==> config.mk <==
export PLATFORM = sky130hd
export DESIGN_NAME = seven_segment_scanner
export DESIGN_NICKNAME = d
export VERILOG_FILES = /design/src/rtl/seven_segment_pkg.sv /design/src/rtl/seg7_decode.sv /design/src/rtl/seven_segment_scanner.sv
export SDC_FILE = /design/constraint.sdc
export NUM_CORES = 1
export LEC_CHECK = 0
export CORE_ASPECT_RATIO = 1.4
export CORE_MARGIN = 2
export CORE_UTILIZATION = 59
export CTS_BUF_LIST = sky130_fd_sc_hd__clkbuf_4 sky130_fd_sc_hd__clkbuf_8 sky130_fd_sc_hd__clkbuf_16
export CTS_CLUSTER_SIZE = 10
export DETAILED_ROUTE_END_ITERATION = 10
export GPL_TIMING_DRIVEN = 1
export PLACE_DENSITY = 0.94
export SETUP_SLACK_MARGIN = 0.02
export SLEW_MARGIN = 25
export SYNTH_ARGS = -nofsm -noshare
export SYNTH_HDL_FRONTEND = slang
export SYNTH_SLANG_ARGS = --single-unit
==> constraint.sdc <==
create_clock -name clk -period 6.2 [get_ports clk]
set_input_delay 1.24 -clock clk [delete_from_list [all_inputs] [get_ports clk]]
set_output_delay 1.24 -clock clk [all_outputs]
set_load 0.02 [all_outputs]
==> run_1/m1.png <==
Supply wires on this layer in grey.
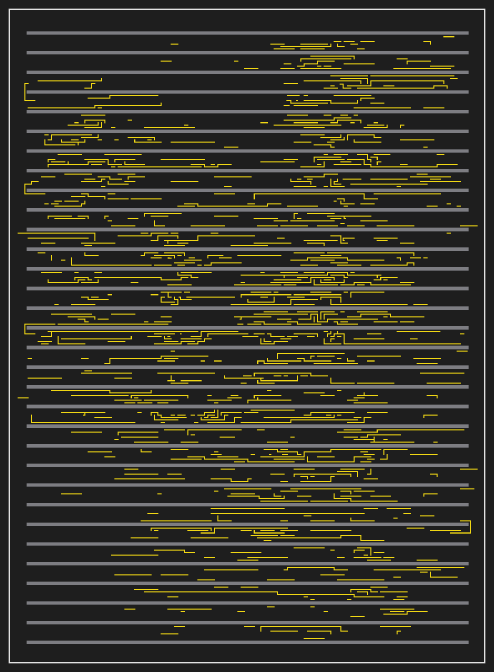
main direction: horizontal
share of all routed wire: 42%
nets with wire on the layer: 289
vias: 2073
GR Layer Usage met1: 26.3%
DRT Wirelength: 5.79 mm

==> run_1/layers.png <==
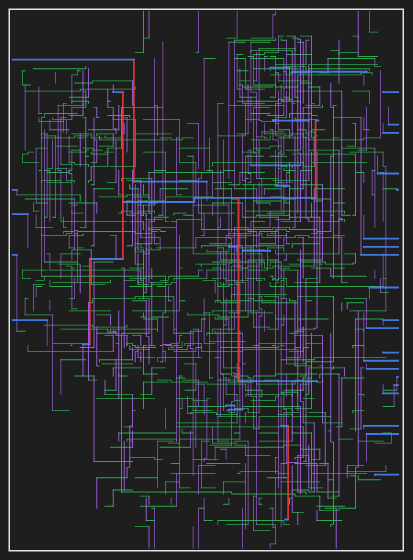
[red] M4 | wire length: 122 µm
[green] M1 | wire length: 2410 µm
[purple] M2 | wire length: 3050 µm
[blue] M3 | wire length: 213 µm
routed length per instance: 15.8 µm
GRT Resource Usage Total: 22.2%

==> run_1/placed.png <==
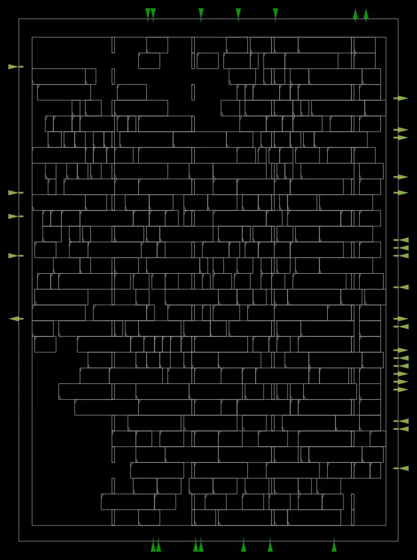
Seq area share: 44.4%
fill count: 343

==> results.ini, run 1 <==
[outcome]
status = finished, final reports clean

[drt]
dr.max_layer_used = met4
wl_met2_mm = 3.05

[logic_synthesis]
syn-num-nets = 291
netlist_area_mm2 = 0.00313
avgSynthCellArea_um2 = 12.3
ys_ff = 66
synthArstFlopShare_pct = 100
ys_cells = 254
simple_gate_area_share_pct = 13.5

[global_routing]
grt_max_degree = 67
grt_first_pass_wirelength_mm = 9.91
antenna_found_initial = 0
first_global_vias = 2148

[floorplan]
core_area_mm2 = 0.00516
num_rows = 31
fp_util_pct = 60.7

[pwr]
p_clk_share_pct = 38.8
seqPwrFrac_pct = 51.5

[timing]
rsz0062_at_grt = no
max-slew-margin-rel_pct = 47.5
timing.final.crit_period_ns = 2.88
finClkSkew_ns = 0.0111

[clock_network]
cts_buffers = 9

[layout]
drive_above_1_share_pct = 20.0
syn_to_final_growth_pct = 18.8

[placed_design]
placed_cells = 350

[setup_path]
critical_path_class = reg2reg
reg2reg_slack_ns = 3.32

[run 1: per-layer routing]
metal	vias to the layer above	GRT usage, %
met2	55	38.2
li1	985	-
met3	13	3.75
met4	0	10.9
met5	-	0
met1	1020	26.3
[run 1: metrics by stage]
step / total power, mW / worst slack (ns) / util [%]
final: 0.900 / 3.32 / 72.2
after global routing: 0.936 / 3.18 / 72.2
after CTS: 0.907 / 3.35 / 72.2
after detailed placement: 0.559 / 3.17 / 68.4
after global placement: 0.554 / 3.23 / 68.4
after floorplan: 0.516 / 3.68 / -
[run 1: layout make-up]
type / instances / area (µm²) / area share [%]
clock inverter: 7 / 70.1 / 1.88
inverter: 12 / 45.0 / 1.21
timing repair buffer: 40 / 390 / 10.5
multi-input combinational: 166 / 1360 / 36.5
clock buffer: 9 / 124 / 3.33
tap: 66 / 82.6 / 2.22
sequential: 66 / 1650 / 44.4
[run 1: placed cells by master (no fill, tap or decap), types with 2 or more instances in the layout]
master / n
a21oi_1: 9
xnor2_1: 3
xor2_1: 3
o22ai_1: 4
buf_4: 2
a31oi_1: 2
or3_1: 3
dfrtp_1: 66
a211o_1: 3
nor4_1: 2
clkinvlp_4: 4
o21ai_0: 8
mux2_1: 6
mux2_2: 29
nand3b_1: 3
ha_1: 11
nand3_1: 6
inv_1: 12
a211oi_2: 2
a22oi_1: 5
clkdlybuf4s50_1: 37
clkbuf_8: 9
nor3_1: 6
nand2_1: 11
a211oi_1: 6
nor2_1: 13
nor2b_1: 10
clkinv_2: 2
nor3b_1: 2
[run 1: cells by family (layout without fill, tap and decap cells)]
kind of cell / Yosys count / in the layout
simple gates: 67 / 67
mux: 36 / 36
fa+ha+maj: 11 / 11
compound gates: 46 / 46
flops: 66 / 66
buf+inv: 22 / 68
xor+xnor: 6 / 6
[run 1: power by group through the flow]
stage                     logic [mW]  registers, mW  clock network [mW]
after floorplan               0.0421          0.474                   0
after global placement        0.0842          0.470                   0
after detailed placement      0.0876          0.472                   0
after CTS                     0.0885          0.464               0.355
after global routing          0.0962          0.466               0.375
final                         0.0875          0.464               0.349
[run 1: critical path: stages, from the launching register on]
cell and delay, ns:
dfrtp_1 0.40, inv_1 0.10, ha_1 0.38, nor2b_1 0.11, a221o_1 0.32, a22oi_1 0.40
ha_1 0.41, o21ai_2 0.11, a31o_4 0.27, a311oi_1 0.28
==> run_1/class_map.png <==
Bar = 20 µm. Fill, decap, tap and diode cells in grey.
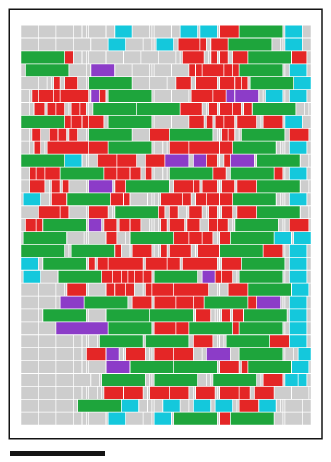

## Run 2: what changed since run 1
--- a/config.mk
+++ b/config.mk
@@ -7,12 +7,12 @@
 export LEC_CHECK = 0
 export CORE_ASPECT_RATIO = 1.4
 export CORE_MARGIN = 2
-export CORE_UTILIZATION = 59
+export CORE_UTILIZATION = 55
 export CTS_BUF_LIST = sky130_fd_sc_hd__clkbuf_4 sky130_fd_sc_hd__clkbuf_8 sky130_fd_sc_hd__clkbuf_16
 export CTS_CLUSTER_SIZE = 10
 export DETAILED_ROUTE_END_ITERATION = 10
 export GPL_TIMING_DRIVEN = 1
-export PLACE_DENSITY = 0.94
+export PLACE_DENSITY = 0.89
 export SETUP_SLACK_MARGIN = 0.02
 export SLEW_MARGIN = 25
 export SYNTH_ARGS = -nofsm -noshare
==> constraint.sdc (replaced) <==
create_clock -name clk -period 2.65 [get_ports clk]
set_input_delay 0.53 -clock clk [delete_from_list [all_inputs] [get_ports clk]]
set_output_delay 0.53 -clock clk [all_outputs]
set_load 0.02 [all_outputs]
==> run_2/class_map.png <==
Bar = 20 µm. Fill, decap, tap and diode cells in grey.
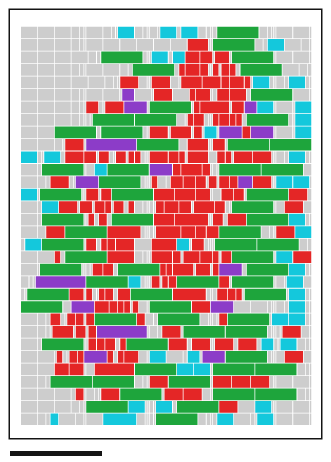
[purple] clock drivers and dummy loads | cells: 16
[cyan] remaining buffers and delay cells | cells: 46
[green] registers | cells: 66
[red] remaining logic cells | cells: 178
final non-filler cell area: 0.00385 mm²
Core ar.: 0.00553 mm²
Seq area share: 42.9%
fin util: 69.7%
# rows: 32

==> run_2/placed.png <==
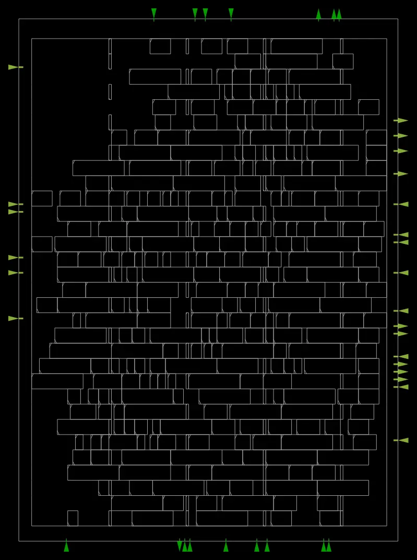
Flop Count: 66
Tap Count: 68
fill count: 399

==> run 2 against run 1 <==
  * Clock power grew to 3.0 times the previous value
  * Die size increased by 6.9%
  * Total power rose to 2.6 times the previous value
  * Clock skew shrank 0.0010 ns
  * Combinational power increased by 140%
  * Final cell count increased by 2.2%
  * Utilization is 2.5 points lower
  * First-iteration DRC count fell by 25%
  * Worst setup slack worse by 3.2 ns
  * Non-clock buffer count grew 6
  * Flip-flop count did not move
  * Largest power group unchanged
==> results.ini, run 2 <==
[layout]
layout_top_cells = dfrtp_1 (66), clkdlybuf4s50_1 (37), mux2_2 (29), nor2_1 (13), inv_1 (12)
syn_to_final_growth_pct = 22.9
lay_top_count = dfrtp_1

[logic_synthesis]
ys_ff = 66
netlist_area_mm2 = 0.00313
ys_cells = 254
avgSynthCellArea_um2 = 12.3
yosysTopAreaCell = dfrtp_1
ys_sh_adder_pct = 4.39
syn-num-nets = 291

[timing]
finClkSkew_ns = 0.0101
worst_pin_slew_ns = 0.679
worst_slack_ns = 0.167
rsz0062_at_grt = no
timing.final.crit_period_ns = 2.48
max-slew-margin-rel_pct = 54.7

[floorplan]
fp_util_pct = 56.7

[placed_design]
place_area_mm2 = 0.00359
dp_slack_ns = 0.109

[global_routing]
antenna_found_initial = 0
grt_max_degree = 38
track_usage_pct = 20.8
first_global_vias = 2162
grt_first_pass_wirelength_mm = 9.80

[clock_network]
clock_latency_ns = 0.34
cts_buffers = 9

[setup_path]
slowest_stage = a211o_1
path_cells = inv_1 > ha_1 > a211oi_1 > a211o_1 > inv_1 > ha_1 > o21ai_2 > a31o_4 > a311oi_1
worst-path-buf-inv = 2
critical_path_class = reg2reg
cp_slowest_stage_delay_ns = 0.42
reg2reg_slack_ns = 0.17
worst-path-stages = 9
end_kind = flop
cpLargestDelayFamily = AND-OR/OR-AND gates

[outcome]
status = finished, final reports clean

[pwr]
finalPower_mw = 2.32

==> run_2/m1.png <==
Supply wires on this layer in grey.
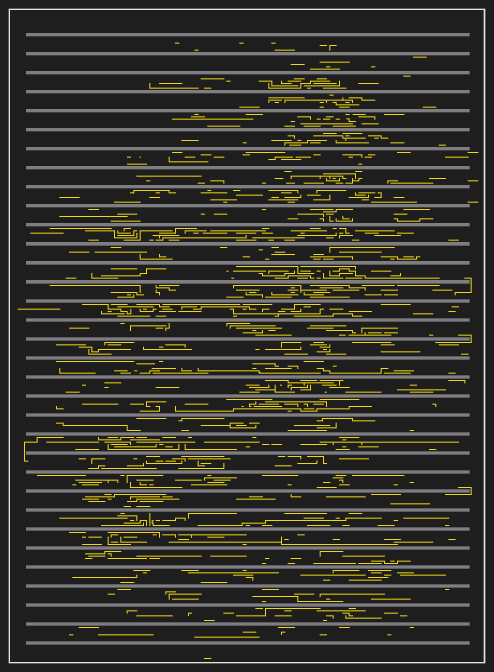
wire length on this layer: 2180 µm
longest straight run: 19.8 µm
vias: 2146
DRT Wirelength: 5.72 mm
GR Layer Usage met1: 23.3%

-- run 2: per-layer routing --
layer | GRT usage [%] | share of wire (%) | wire length, µm | up-vias
met3 | 6.14 | 5.7 | 327 | 10
met5 | 0 | 0 | 0 | -
met2 | 35.9 | 54 | 3110 | 73
met1 | 23.3 | 38 | 2180 | 1062
li1 | - | - | - | 1001
met4 | 8.67 | 1.7 | 99 | 0
-- run 2: metrics by stage --
stage | hold slack (ns) | instances
floorplan | 0.234 | 254
global placement | 0.457 | 358
detailed placement | 0.470 | 358
CTS | 0.238 | 374
global route | 0.262 | 374
finish | 0.221 | 374
-- run 2: kinds of logic (layout without fill, tap and decap cells) --
logic type,after synthesis,count (layout)
and+or+nand+nor,67,67
DFF,66,66
AOI/OAI and AO/OA,46,46
muxes,36,36
buffers and inverters,22,74
adders and majority gates,11,11
xor gates and xnor gates,6,6
-- run 2: layout make-up --
class                      count  area (µm²)  area share (%)
clock buffer                  10         138            3.57
clock inverter                 6         114            2.96
inverter                      12        45.0            1.17
multi-input combinational    166        1370            35.6
sequential                    66        1650            42.9
tap                           68        85.1            2.21
timing repair buffer          46         448            11.6
-- run 2: power breakdown --
part / internal (mW) / switching, mW / total [mW]
Sequential: 1.06 / 0.0238 / 1.08
Clock: 0.651 / 0.376 / 1.03
Combinational: 0.113 / 0.0965 / 0.210
No activity file was given, so power comes from the tool's default toggle rates.
